[config.mk]
export PLATFORM = sky130hd
export DESIGN_NAME = sys_array_tile_scheduler
export DESIGN_NICKNAME = d
export VERILOG_FILES = /design/src/rtl/sys_array_tile_scheduler.sv
export SDC_FILE = /design/constraint.sdc
export NUM_CORES = 1
export LEC_CHECK = 0
export ABC_AREA = 1
export CAP_MARGIN = 0
export CORE_MARGIN = 8
export CORE_UTILIZATION = 45
export DETAILED_ROUTE_END_ITERATION = 8
export GPL_ROUTABILITY_DRIVEN = 0
export PLACE_DENSITY_LB_ADDON = 0.05
export SYNTH_ARGS = -nofsm -noshare
export SYNTH_HDL_FRONTEND = slang
export SYNTH_SLANG_ARGS = --single-unit
export TNS_END_PERCENT = 30
[constraint.sdc]
create_clock -name clk -period 2.9 [get_ports clk]
set_input_delay 0.58 -clock clk [delete_from_list [all_inputs] [get_ports clk]]
set_output_delay 0.58 -clock clk [all_outputs]
set_load 0.02 [all_outputs]
[src/rtl/sys_array_tile_scheduler.sv]
`default_nettype none
// ============================================================================
// Module   : sys_array_tile_scheduler
// Brief    : Walks a large matrix product over a fixed systolic core, one tile
//            at a time (k innermost, then column, then row).
// Revision : 1.0 - initial release
// ============================================================================
module sys_array_tile_scheduler #(
    parameter int ARRAY_A_W     = 4,
    parameter int ARRAY_A_L     = 5,
    parameter int ARRAY_W_L     = 8,
    parameter int ARRAY_W       = 5,
    parameter int ARRAY_L       = 5,
    parameter int ARRAY_MAX_A_W = 5,
    parameter int CNT_W         = 16
) (
    input  logic             clk,
    input  logic             reset,
    input  logic             start_comp,
    input  logic             tile_done,
    output logic             busy,
    output logic             ready,
    output logic             tile_start,
    output logic             acc_clear,
    output logic             tile_last,
    output logic [CNT_W-1:0] a_row_base,
    output logic [CNT_W-1:0] k_base,
    output logic [CNT_W-1:0] w_col_base,
    output logic [CNT_W-1:0] tile_rows,
    output logic [CNT_W-1:0] tile_k,
    output logic [CNT_W-1:0] tile_cols,
    output logic [CNT_W-1:0] tile_idx
);

    localparam int c_nr      = (ARRAY_A_W + ARRAY_MAX_A_W - 1) / ARRAY_MAX_A_W;
    localparam int c_nk      = (ARRAY_A_L + ARRAY_W - 1) / ARRAY_W;
    localparam int c_nc      = (ARRAY_W_L + ARRAY_L - 1) / ARRAY_L;
    localparam int c_n_tiles = c_nr * c_nk * c_nc;

    localparam logic [CNT_W-1:0] c_last_idx = CNT_W'(c_n_tiles - 1);
    localparam logic [CNT_W-1:0] c_a_w      = CNT_W'(ARRAY_A_W);
    localparam logic [CNT_W-1:0] c_a_l      = CNT_W'(ARRAY_A_L);
    localparam logic [CNT_W-1:0] c_w_l      = CNT_W'(ARRAY_W_L);
    localparam logic [CNT_W-1:0] c_k_step   = CNT_W'(ARRAY_W);
    localparam logic [CNT_W-1:0] c_col_step = CNT_W'(ARRAY_L);
    localparam logic [CNT_W-1:0] c_row_step = CNT_W'(ARRAY_MAX_A_W);

    typedef enum logic [2:0] {
        S_IDLE    = 3'd0,
        S_ISSUE   = 3'd1,
        S_WAIT    = 3'd2,
        S_ADVANCE = 3'd3,
        S_DONE    = 3'd4
    } state_t;

    state_t           r_state;
    state_t           w_state_next;
    logic [CNT_W-1:0] r_a_row_base;
    logic [CNT_W-1:0] r_k_base;
    logic [CNT_W-1:0] r_w_col_base;
    logic [CNT_W-1:0] r_tile_idx;
    logic             w_launch;
    logic             w_step;
    logic             w_last;
    logic             w_active;
    logic [CNT_W-1:0] w_k_next;
    logic [CNT_W-1:0] w_col_next;
    logic             w_k_wrap;
    logic             w_col_wrap;
    logic [CNT_W-1:0] w_rows_rem;
    logic [CNT_W-1:0] w_k_rem;
    logic [CNT_W-1:0] w_cols_rem;

    assign w_last     = (r_tile_idx == c_last_idx);
    assign w_k_next   = r_k_base + c_k_step;
    assign w_col_next = r_w_col_base + c_col_step;
    assign w_k_wrap   = (w_k_next >= c_a_l);
    assign w_col_wrap = (w_col_next >= c_w_l);

    always_ff @(posedge clk) begin
        if (reset) begin
            r_state <= S_IDLE;
        end else begin
            r_state <= w_state_next;
        end
    end

    always_comb begin
        w_state_next = r_state;
        w_launch     = 1'b0;
        w_step       = 1'b0;
        case (r_state)
            S_IDLE, S_DONE: begin
                if (start_comp) begin
                    w_state_next = S_ISSUE;
                    w_launch     = 1'b1;
                end
            end
            S_ISSUE: w_state_next = S_WAIT;
            S_WAIT: begin
                if (tile_done) begin
                    w_state_next = S_ADVANCE;
                end
            end
            S_ADVANCE: begin
                if (w_last) begin
                    w_state_next = S_DONE;
                end else begin
                    w_state_next = S_ISSUE;
                    w_step       = 1'b1;
                end
            end
            default: w_state_next = S_IDLE;
        endcase
    end

    // Odometer over (row, col, k) with k as the fastest digit.
    always_ff @(posedge clk) begin
        if (reset || w_launch) begin
            r_a_row_base <= '0;
            r_k_base     <= '0;
            r_w_col_base <= '0;
            r_tile_idx   <= '0;
        end else if (w_step) begin
            r_tile_idx <= r_tile_idx + 1'b1;
            if (!w_k_wrap) begin
                r_k_base <= w_k_next;
            end else begin
                r_k_base <= '0;
                if (!w_col_wrap) begin
                    r_w_col_base <= w_col_next;
                end else begin
                    r_w_col_base <= '0;
                    r_a_row_base <= r_a_row_base + c_row_step;
                end
            end
        end
    end

    // Remainders are only used when base < dimension, so they never wrap.
    assign w_active   = (r_state != S_IDLE);
    assign w_rows_rem = c_a_w - r_a_row_base;
    assign w_k_rem    = c_a_l - r_k_base;
    assign w_cols_rem = c_w_l - r_w_col_base;

    assign tile_rows = (w_active && (r_a_row_base < c_a_w))
                     ? ((w_rows_rem < c_row_step) ? w_rows_rem : c_row_step) : '0;
    assign tile_k    = (w_active && (r_k_base < c_a_l))
                     ? ((w_k_rem < c_k_step) ? w_k_rem : c_k_step) : '0;
    assign tile_cols = (w_active && (r_w_col_base < c_w_l))
                     ? ((w_cols_rem < c_col_step) ? w_cols_rem : c_col_step) : '0;

    assign busy       = (r_state == S_ISSUE) || (r_state == S_WAIT) || (r_state == S_ADVANCE);
    assign ready      = (r_state == S_DONE);
    assign tile_start = (r_state == S_ISSUE);
    assign acc_clear  = w_active && (r_k_base == '0);
    assign tile_last  = w_active && w_last;
    assign a_row_base = r_a_row_base;
    assign k_base     = r_k_base;
    assign w_col_base = r_w_col_base;
    assign tile_idx   = r_tile_idx;

endmodule
`default_nettype wire

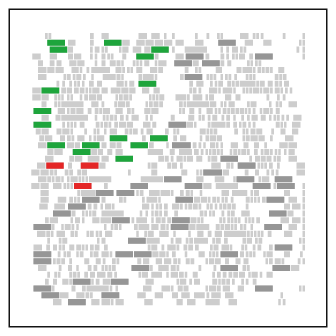
Fig. 1. Register map, names as in the netlist (run 1).
Other sequential cells in the stronger grey, the rest of the logic in the fainter grey.
red -> `r_state`  # flops 3
green -> `a_row_base`  # flops 16
not coloured = 48
Seq area share: 0.190
Seq power: 0.944 mW
FF+latch area: 1340 um2

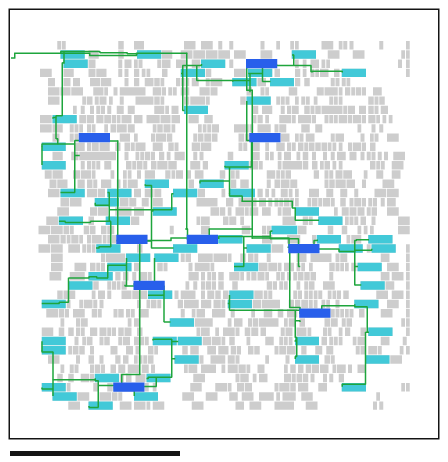
Fig. 2. Clock network drawn from the DEF (run 1).
Scale bar: 50 um.
blue -> clock drivers  # count 9
green -> clock wires  # length 1070 um
cyan -> flip-flops  # count 67
routed clock nets = 10
flops lie = spread over the die

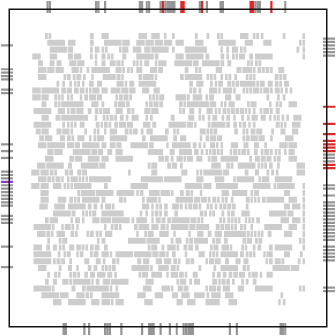
Fig. 3. I/O pins on the die edge (run 1).
Pins as bars across the die edge, other pins in grey.
purple -> `start_comp`  # pins 1, direction input, edge left
red -> `w_col_base`  # pins 16, direction output, edge 9 right, 7 top
die height: 126 um
die width: 126 um
Port Buffers: 81

==> impl_metrics.py, run 1 <==
# Generated from Yosys and OpenROAD reports
metrics = {
    "power_and_ir_drop": {
        "comb_power_share": 0.199,
        "clock_power_share": 0.432,
    },
    "min_path": {
        "holdCritPathClass": "reg -> reg",
    },
    "floorplan": {
        "die_area_um2": 15900,
        "fp_util": 0.457,
    },
    "layout": {
        "area_growth_pct": 29.9,
        "mostFrequentLayoutCells": "186 x nand2_1, 97 x inv_1, 90 x nor2_1",
    },
    "critical_path": {
        "r2r_slack_ps": 380,
        "crit_type": "reg -> out",
        "r2r-end": "a_row_base[0]",
        "cp_cell_sequence": "ha_2, nor2_2, nand4_1, nor3_4, xor2_1, nand2_1, nor2_2, nand4_1, nand2_1, inv_1, buf_4",
        "r2r.worst_path.cells": 15,
    },
    "synthesis": {
        "yosysWarnings": 0,
        "postSynthSeqShare": 0.247,
        "syn_inst": 860,
        "synth.distinct_cells": 38,
        "yosys-stat-area_um2": 5440,
        "synthTopCellsByArea": "dfxtp_1 25%, nand2_1 13%, nor2_1 7.0%",
        "yosysTopAreaCell": "dfxtp_1",
    },
    "status": {
        "status": "finished clean",
    },
    "timing": {
        "min_period_over_period": 0.979,
        "timing.fmax_mhz": 352,
        "drv_slew": 0,
    },
    "global_routing": {
        "grt_util_all_layers": 0.202,
        "grt_max_degree": 23,
    },
    "clock_tree": {
        "htree_levels": 3,
        "cts_root_buf": "clkbuf_16",
    },
    "drt": {
        "vias": 5972,
        "ant_nets": 0,
        "wl_mm": 16.4,
    },
    "run": {
        "warning_count": 34,
    },
    "place": {
        "place_ws_ps": -63.0,
        "dp_cells": 1128,
    },
}
[run 1: kinds of logic after synthesis]
group,count (synthesis),synth area share
AOI/OAI and AO/OA,68,0.0736
xor gates and xnor gates,46,0.0741
adders and majority gates,13,0.0299
buffers and inverters,172,0.152
DFF,67,0.247
other,1,0.000689
and+or+nand+nor,493,0.423
[run 1: worst max-delay path by stage]
| stage | startpoint | endpoint | slack (ps) |
|---|---|---|---|
| 6_report | k_base[1] | tile_k[2] | 60 |
| 5_1_grt | w_col_base[0] | tile_cols[2] | -30 |
| 4_1_cts | k_base[1] | tile_k[0] | 7 |
| 3_5_place_dp | k_base[8] | tile_k[1] | -60 |
| 3_3_place_gp | k_base[1] | tile_k[1] | 50 |
| 2_1_floorplan | w_col_base[0] | tile_cols[1] | 280 |
[run 1: synthesized netlist by cell type]
library cell,number
buf_4,42
and2_1,2
dfxtp_1,67
nor2_1,101
a21oi_1,30
conb_1,1
nor3_1,44
nand3_1,63
nand3_2,1
a21oi_2,9
nor2_2,4
a21oi_4,1
xor2_1,43
xnor2_1,3
nand2_2,14
nor3b_1,1
ha_1,13
nand2_1,191
nand3b_1,3
nand4_1,49
o21ai_1,6
buf_12,1
clkbuf_1,15
o21a_1,1
nor2_4,5
inv_2,8
nand2_4,1
or2_2,1
o31ai_1,1
a311oi_1,2
o21ai_0,16
clkinv_1,1
nand3_4,3
o22ai_1,2
buf_2,5
inv_1,100
nor4_1,7
nor3_2,3
[run 1: layer usage]
layer	track usage	share of wire	vias up
met5	0	0	-
met4	0.105	0.025	0
met3	0.0502	0.069	42
met2	0.341	0.47	217
met1	0.233	0.43	2720
li1	-	-	2993
[run 1: per-stage QoR]
step           hold slack, ps  utilization
2_1_floorplan             476            -
3_3_place_gp              496        0.558
3_5_place_dp              492        0.558
4_1_cts                   503        0.587
5_1_grt                   524        0.593
6_report                  503        0.593
[run 1: power by group through the flow]
stage                     Sequential, mW  Clock (mW)  Combinational (mW)
after CTS                          0.944        1.13               0.501
after detailed placement           0.964           0               0.505
final                              0.944        1.10               0.509
after global placement             0.963           0               0.498
after global routing               0.945        1.16               0.554
after floorplan                    0.969           0               0.346
[run 1: sequential cells by signal, summed over array words and instances, names as in the netlist]
signal	count
a_row_base	16
k_base	16
r_state	3
w_col_base	16
tile_idx	16
[run 1: critical path, delay by kind of cell, from the launching register on]
| kind | cells | cell delay (ps) |
|---|---|---|
| simple gates | 7 | 1020 |
| flops | 1 | 310 |
| buf+inv | 2 | 200 |
| fa+ha+maj | 1 | 190 |
| xor+xnor | 1 | 190 |
[run 1: what timing repair did]
action	CTS	global route
pin swaps	5	15
endpoints found under the setup margin	9	10
setup buffers	1	2
gates resized	34	42
[run 1: final cells by class]
| class | count | area [um2] |
|---|---|---|
| Clock inverter | 5 | 52.6 |
| Inverter | 109 | 409 |
| Sequential cell | 67 | 1340 |
| Timing Repair Buffer | 149 | 1300 |
| Tap cell | 147 | 184 |
| Fill cell | 1201 | 4850 |
| Multi-Input combinational cell | 659 | 3530 |
| Clock buffer | 11 | 243 |
--- run 2 (diff from run 1) ---
--- a/config.mk
+++ b/config.mk
@@ -10,8 +10,8 @@
 export CORE_MARGIN = 8
 export CORE_UTILIZATION = 45
 export DETAILED_ROUTE_END_ITERATION = 8
-export GPL_ROUTABILITY_DRIVEN = 0
 export PLACE_DENSITY_LB_ADDON = 0.05
+export RECOVER_POWER = 100
 export SYNTH_ARGS = -nofsm -noshare
 export SYNTH_HDL_FRONTEND = slang
 export SYNTH_SLANG_ARGS = --single-unit
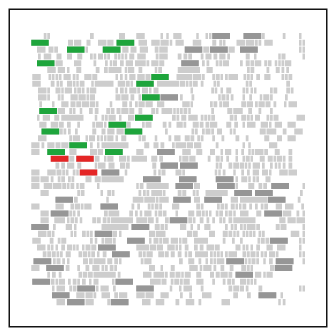
Fig. 4. Register map, names as in the netlist (run 2).
Other sequential cells in the stronger grey, the rest of the logic in the fainter grey.
red -> `r_state`  # flops 3
green -> `a_row_base`  # flops 16
Seq area share: 0.191
FF+latch area: 1340 um2

==> impl_metrics.py, run 2 <==
# Generated from Yosys and OpenROAD reports
metrics = {
    "timing": {
        "min_period_over_period": 0.962,
        "hold_slack_ps": 508,
        "timing.fmax_mhz": 358,
    },
    "drt": {
        "wl_mm": 16.5,
        "vias": 5917,
    },
    "critical_path": {
        "cp_cell_sequence": "ha_2, nor2_2, nand4_1, nor3_2, xor2_1, nand2_1, nor2_2, nand4_1, nor2_1, buf_2",
        "r2r.worst_path.cells": 15,
        "cp.buffers_inverters": 1,
        "r2r_slack_ps": 190,
        "crit_type": "reg -> out",
        "critPathTopFamily": "simple AND/OR/NAND/NOR gates",
        "crit_cells": 10,
        "crit_start": "k_base[1]",
        "endpoint": "tile_k[1]",
    },
    "synthesis": {
        "postSynthSeqShare": 0.247,
        "synthTopCellsByArea": "dfxtp_1 25%, nand2_1 13%, nor2_1 7.0%",
        "async_flop_share": 0,
        "yosysTopAreaCell": "dfxtp_1",
        "edf_count": 0,
        "ys_top_cells_by_count": "191 x nand2_1, 101 x nor2_1, 100 x inv_1",
        "syn_inst": 860,
        "yosysWarnings": 0,
    },
    "run": {
        "warning_count": 36,
    },
    "global_routing": {
        "grt_max_degree": 23,
        "grt_util_all_layers": 0.204,
        "met3_usage": 0.0494,
        "grt-busiest-layer": "met2",
        "use_met1": 0.246,
        "grtUsageMet2": 0.351,
    },
    "status": {
        "status": "finished clean",
    },
    "clock_tree": {
        "cts_root_buf": "clkbuf_16",
        "htree_levels": 3,
    },
    "min_path": {
        "holdCritPathClass": "reg -> reg",
    },
    "floorplan": {
        "fp_util": 0.457,
    },
    "layout": {
        "fillers": 1208,
        "area_growth_pct": 29.2,
        "fin_util": 0.590,
    },
    "place": {
        "dp_cells": 1130,
    },
}
==> run 2: cell count changes in the layout (fill, tap and decap cells not counted), sizes merged, moves of 2 or more <==
| cell | before | now |
|---|---|---|
| buf | 75 | 72 |
| bufinv | 1 | 3 |
| clkbuf | 12 | 15 |
| clkdlybuf4s50 | 71 | 4 |
| dlygate4sd3 | 0 | 67 |
==> run 2: per-layer routing <==
layer	share of wire	wire length, um	up-vias
met3	0.066	1090	26
li1	-	-	2977
met2	0.48	7890	195
met1	0.44	7260	2719
met4	0.018	291	0
met5	0	0	-
==> run 2: how the worst min path moves through the flow <==
stage | startpoint | end | slack, ps | depth (start not counted)
floorplan | r_state[2] | r_state[2] | 480 | 2
global placement | tile_idx[12] | tile_idx[12] | 490 | 2
detailed placement | tile_idx[13] | tile_idx[13] | 500 | 2
CTS | tile_idx[13] | tile_idx[13] | 510 | 2
global route | tile_idx[13] | tile_idx[13] | 540 | 2
finish | tile_idx[13] | tile_idx[13] | 510 | 2
==> run 2: cells by family (layout without fill, tap and decap cells) <==
family | after synthesis | in the layout | synth area share
and+or+nand+nor | 493 | 493 | 0.423
buffers and inverters | 172 | 274 | 0.152
AOI/OAI and AO/OA | 68 | 68 | 0.0736
DFF | 67 | 67 | 0.247
xor gates and xnor gates | 46 | 46 | 0.0741
adders and majority gates | 13 | 13 | 0.0299
other | 1 | 39 | 0.000689
==> run 2: repair_timing <==
item | in CTS | in global routing
setup buffers | 1 | 0
hold endpoints to repair | 0 | 0
resized | 34 | 28
hold buffers | 0 | 0
pin swaps | 4 | 5
setup endpoints to repair | 9 | 11
==> run 2: worst register-to-register path, cell delays in order (launching register included) <==
cell     delay [ps]
dfxtp_1         330
buf_4           160
inv_2            50
buf_4           150
ha_1            170
nand2_1         100
nand2_4          90
xor2_1          150
nor2_1          140
nand3_1          90
nor2_1          120
nand3_2         410
nand2_1         340
inv_2           150
nand2_1          80
a21oi_1          60
==> run 2: area by class of cell <==
type / count / area (um2) / share of cell area
multi-input combinational: 659 / 3470 / 0.493
sequential: 67 / 1340 / 0.191
timing repair buffer: 149 / 1270 / 0.181
inverter: 109 / 409 / 0.0582
clock buffer: 10 / 239 / 0.0340
tap: 147 / 184 / 0.0262
clock inverter: 6 / 113 / 0.0160
==> run 2: report_power, final <==
group / leakage (nW) / internal (mW) / switching (mW)
registers: 0.540 / 0.933 / 0.0117
logic: 2.61 / 0.143 / 0.336
clock network: 0.173 / 0.865 / 0.430
total: 3.33 / 1.94 / 0.778
Power is estimated from default activity; no workload was simulated.
